$ cat src/rtl/stage_memwb_pipe.sv
// stage_memwb_pipe
// MEM/WB pipeline stage. Load data is formatted combinationally, and only the
// final write-back value, rd and reg_write are stored. The stage has a
// valid/ready handshake and a synchronous flush. SKID_EN selects the storage:
// 1 = two-entry skid buffer (M + S) with a registered in_ready.
// 0 = single entry with a combinational in_ready.
//
// Ports:
//   clk, rst                  clock, synchronous active-high reset
//   in_valid_i / in_ready_o   input handshake from MEM
//   mem_to_reg_i              select load data (1) or ALU result (0)
//   load_funct3_i             LB/LH/LW/LBU/LHU
//   rd_i, reg_write_i         destination register and write enable
//   alu_result_i              ALU result, also the load address
//   mem_rdata_i               raw data-memory read word
//   flush_i                   kill all held entries
//   out_valid_o / out_ready_i output handshake to WB
//   rd_o, wb_data_o           held entry; values are kept while idle
//   reg_write_o               stored reg_write gated by out_valid_o
//
// state | meaning
// EMPTY | no entry held
// ONE   | M valid, drives the outputs
// FULL  | M and S valid; S is younger than M

module stage_memwb_pipe #(
    parameter int DATA_WIDTH  = 32,
    parameter int RADDR_WIDTH = 5,
    parameter bit SKID_EN     = 1'b1
) (
    input  logic                   clk,
    input  logic                   rst,
    input  logic                   in_valid_i,
    output logic                   in_ready_o,
    input  logic                   mem_to_reg_i,
    input  logic [2:0]             load_funct3_i,
    input  logic [RADDR_WIDTH-1:0] rd_i,
    input  logic [DATA_WIDTH-1:0]  alu_result_i,
    input  logic [DATA_WIDTH-1:0]  mem_rdata_i,
    input  logic                   reg_write_i,
    input  logic                   flush_i,
    output logic                   out_valid_o,
    input  logic                   out_ready_i,
    output logic [RADDR_WIDTH-1:0] rd_o,
    output logic [DATA_WIDTH-1:0]  wb_data_o,
    output logic                   reg_write_o
);

    if (DATA_WIDTH != 32) begin : g_width_check
        $error("stage_memwb_pipe: load formatting requires DATA_WIDTH == 32");
    end

    typedef enum logic [1:0] {
        EMPTY = 2'd0,
        ONE   = 2'd1,
        FULL  = 2'd2
    } state_t;

    state_t state, state_nxt;

    logic [7:0]             ld_byte;
    logic [15:0]            ld_half;
    logic [DATA_WIDTH-1:0]  ld_fmt;
    logic [DATA_WIDTH-1:0]  in_wb_data;
    logic                   in_reg_write;

    logic [DATA_WIDTH-1:0]  m_data, s_data;
    logic [RADDR_WIDTH-1:0] m_rd, s_rd;
    logic                   m_we, s_we;

    logic in_xfer, out_xfer;
    logic load_m_in, load_m_s, load_s;

    // Load formatting. Halfword selection ignores address bit 0 on purpose.
    always_comb begin
        case (alu_result_i[1:0])
            2'd0:    ld_byte = mem_rdata_i[7:0];
            2'd1:    ld_byte = mem_rdata_i[15:8];
            2'd2:    ld_byte = mem_rdata_i[23:16];
            default: ld_byte = mem_rdata_i[31:24];
        endcase
        ld_half = alu_result_i[1] ? mem_rdata_i[31:16] : mem_rdata_i[15:0];
        case (load_funct3_i)
            3'b000:  ld_fmt = {{(DATA_WIDTH-8){ld_byte[7]}}, ld_byte};
            3'b100:  ld_fmt = {{(DATA_WIDTH-8){1'b0}}, ld_byte};
            3'b001:  ld_fmt = {{(DATA_WIDTH-16){ld_half[15]}}, ld_half};
            3'b101:  ld_fmt = {{(DATA_WIDTH-16){1'b0}}, ld_half};
            default: ld_fmt = mem_rdata_i;
        endcase
    end

    assign in_wb_data   = mem_to_reg_i ? ld_fmt : alu_result_i;
    assign in_reg_write = reg_write_i && (rd_i != '0);

    assign out_valid_o = (state != EMPTY);
    assign in_xfer     = in_valid_i && in_ready_o;
    assign out_xfer    = out_valid_o && out_ready_i;

    // With SKID_EN=0, in_ready guarantees that ONE + input transfer always
    // coincides with an output transfer, so FULL is never reached.
    always_comb begin
        state_nxt = state;
        load_m_in = 1'b0;
        load_m_s  = 1'b0;
        load_s    = 1'b0;
        if (flush_i) begin
            state_nxt = EMPTY;
        end else begin
            case (state)
                EMPTY: begin
                    if (in_xfer) begin
                        state_nxt = ONE;
                        load_m_in = 1'b1;
                    end
                end
                ONE: begin
                    if (in_xfer && out_xfer) begin
                        load_m_in = 1'b1;
                    end else if (in_xfer) begin
                        state_nxt = FULL;
                        load_s    = 1'b1;
                    end else if (out_xfer) begin
                        state_nxt = EMPTY;
                    end
                end
                FULL: begin
                    if (out_xfer) begin
                        state_nxt = ONE;
                        load_m_s  = 1'b1;
                    end
                end
                default: state_nxt = EMPTY;
            endcase
        end
    end

    always_ff @(posedge clk) begin
        if (rst || flush_i) begin
            state  <= (rst) ? EMPTY : state_nxt;
            m_data <= '0;
            m_rd   <= '0;
            m_we   <= 1'b0;
            s_data <= '0;
            s_rd   <= '0;
            s_we   <= 1'b0;
        end else begin
            state <= state_nxt;
            if (load_m_in) begin
                m_data <= in_wb_data;
                m_rd   <= rd_i;
                m_we   <= in_reg_write;
            end else if (load_m_s) begin
                m_data <= s_data;
                m_rd   <= s_rd;
                m_we   <= s_we;
            end
            if (load_s) begin
                s_data <= in_wb_data;
                s_rd   <= rd_i;
                s_we   <= in_reg_write;
            end
        end
    end

    if (SKID_EN) begin : g_skid
        logic in_ready_q;
        always_ff @(posedge clk) begin
            if (rst) begin
                in_ready_q <= 1'b1;
            end else begin
                in_ready_q <= (state_nxt != FULL);
            end
        end
        assign in_ready_o = in_ready_q;
    end else begin : g_single
        assign in_ready_o = !out_valid_o || out_ready_i;
    end

    assign rd_o        = m_rd;
    assign wb_data_o   = m_data;
    assign reg_write_o = m_we && out_valid_o;

endmodule

$ cat config.mk
export PLATFORM = sky130hd
export DESIGN_NAME = stage_memwb_pipe
export DESIGN_NICKNAME = d
export VERILOG_FILES = /design/src/rtl/stage_memwb_pipe.sv
export SDC_FILE = /design/constraint.sdc
export NUM_CORES = 1
export LEC_CHECK = 0
export CAP_MARGIN = 20
export CORE_ASPECT_RATIO = 1.4
export CORE_UTILIZATION = 52
export CTS_CLUSTER_DIAMETER = 60
export DETAILED_ROUTE_END_ITERATION = 10
export MAX_ROUTING_LAYER = met4
export PLACE_DENSITY = 0.84
export SYNTH_ARGS = -nofsm -noshare
export SYNTH_HDL_FRONTEND = slang
export SYNTH_SLANG_ARGS = --single-unit
$ cat constraint.sdc
create_clock -name clk -period 3.05 [get_ports clk]
set_input_delay 0.61 -clock clk [delete_from_list [all_inputs] [get_ports clk]]
set_output_delay 0.61 -clock clk [all_outputs]
set_load 0.02 [all_outputs]
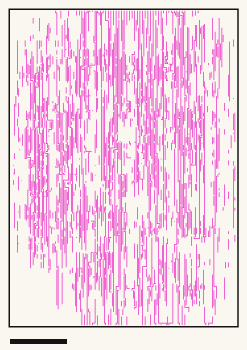
Fig. 1. Signal wires on met2.
Scale bar: 20 µm.
- wire length on this layer: 6970 µm
- share of all routed wire: 51%
- main direction: vertical
total number of vias: 4673
WL final: 13690 µm
met2 usage: 0.5400

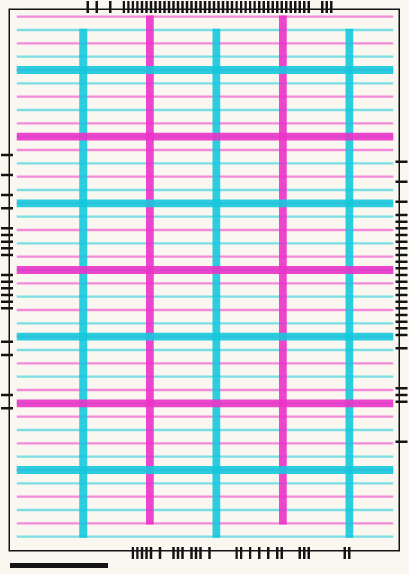
Fig. 2. Floorplan with the power grid.
Scale bar: 20 µm. Pins as bars on the die edge.
- VDD: magenta
- VSS: cyan
- signal pins: 119
- met1 rails: 40
- rows: 39
- met4 straps: 5
Die Height: 110.2 µm
area of the placeable core: 0.008149 mm²
die boundary width: 79.26 µm
Max rail drop VDD: 396.5 µV

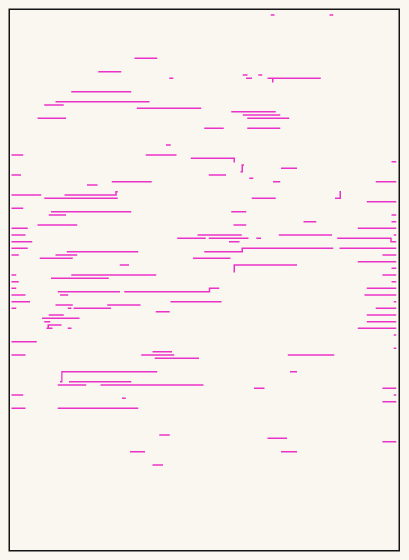
Fig. 3. The metal 3 layer.
- nets with wire on the layer: 101
- main direction: horizontal
- longest straight run: 20.7 µm
GR met3 Demand/Resource: 0.03539

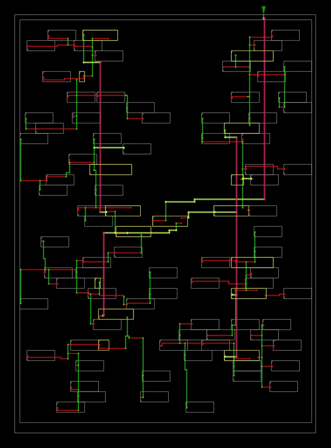
Fig. 4. Clock wiring as the flow saved it.
number of clock-tree buffers in the layout: 11
insertion delay at the late pin of the worst-skew pair: 0.34 ns
Num CTS Buffers: 9
final worst clock skew: 0.005837 ns

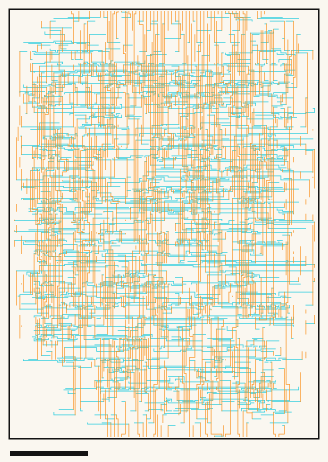
Fig. 5. Wiring by layer.
Scale bar: 20 µm. Two of the layers only.
- metal 1: cyan (wire length 5720 µm)
- metal 2: orange (wire length 6970 µm)

==> impl_metrics.tcl <==
# yosys + openroad results
set metrics [dict create \
    startpoint_type "input port" \
    yosys.stat.seqShare 0.3640 \
    max_stage_delay_ns 0.70 \
    floorplan_utilization 0.5332 \
    worstSetupEndpointType "flop" \
    clock.fmax_mhz 388.5 \
    ant_nets 0 \
    cts_repair_resize_count 0 \
    power.density_cell_area_mw_per_mm2 466.4 \
    fin_crit_sh 0.8439 \
    status "completed" \
    final-hold-violation-count 0 \
    tritoncts_clock_tree "yes" \
    hold_path_depth 2 \
    yosys_area_mm2 0.004345 \
    edf_count 0 \
    max_cap_check_violation_count 0 \
    worst_hold_path_type "flop to flop" \
    grt_start_max_net_pins 47 \
    synthesized_area_per_cell_um2 7.930 \
]
[cell usage after synthesis (all sizes together), types with 2 or more instances]
master,instances,area share
a311oi,6,0.012
nand2b,15,0.022
o221a,22,0.057
nor3,7,0.0092
nand3,12,0.014
nor2,41,0.037
o221ai,4,0.0081
dfxtp,79,0.36
nand2,104,0.090
nor2b,9,0.013
a31oi,14,0.020
a221o,9,0.021
a21o,2,0.0035
clkbuf,30,0.026
inv,8,0.0069
o22ai,3,0.0043
a221oi,16,0.047
or4,2,0.0035
mux2i,6,0.014
o311a,8,0.018
a21oi,35,0.040
a2111oi,3,0.011
and2,13,0.019
buf,16,0.019
and3,2,0.0029
or2,3,0.0043
or3,3,0.0043
a211oi,6,0.013
mux2,7,0.018
o21ai,56,0.064
[cells by family after synthesis]
logic type      after synthesis  share of synthesized area
compound gates              188                     0.3277
mux                          13                    0.03196
buf+inv                      54                    0.05212
simple gates                214                     0.2243
flops                        79                     0.3640
[where the power goes]
group,internal (W),total [W],switching (W)
sequential,0.00106,0.00107,0.0000160
clock,0.000801,0.00123,0.000428
combinational,0.000222,0.000472,0.000250
[stage by stage]
stage | cells | power, W | worst slack [ns] | cell area, µm² | utilization
after floorplan | 548 | 0.001332 | 1.008 | 4345 | -
after global placement | 743 | 0.001554 | 0.1859 | 5613 | 0.6888
after detailed placement | 743 | 0.001560 | 0.1341 | 5613 | 0.6888
after CTS | 759 | 0.002777 | 0.4824 | 5952 | 0.7304
after global routing | 759 | 0.002861 | 0.3482 | 5952 | 0.7304
final | 759 | 0.002776 | 0.4762 | 5952 | 0.7304
[worst paths after layout]
check	to	start	slack (ns)
setup / recovery	s_data[24]	alu_result_i[1]	0.48
hold / removal	s_rd[4]	s_rd[4]	0.46
setup reg to reg	s_data[24]	state[0]	1.04
hold reg to reg	s_rd[4]	s_rd[4]	0.46
[worst max-delay path, delay by kind of cell]
family / cells / cell delay, ns
AND-OR/OR-AND: 2 / 0.32
buffers and inverters: 1 / 0.56
multiplexers: 1 / 0.36
AND/OR/NAND/NOR: 2 / 0.88
[sequential cells by signal, summed over array words and instances (netlist names)]
register and count:
rd_o 5, m_we 1, s_we 1, in_ready_o 1, s_data 32, state 2
s_rd 5, wb_data_o 32
[cell type report]
cell class,instances,area (µm²)
clock inverter,5,106.4
multi-input combinational,415,2540
inverter,8,30.03
tap,102,127.6
timing repair buffer,139,1334
clock buffer,11,232.7
sequential,79,1582
fill,626,2197
[routing by layer]
metal	global-route usage	part of all wire
met2	0.5400	0.51
met3	0.03539	0.051
met1	0.3913	0.42
met4	0.1442	0.022
met5	-	0
Power and IR drop assume default switching activity.
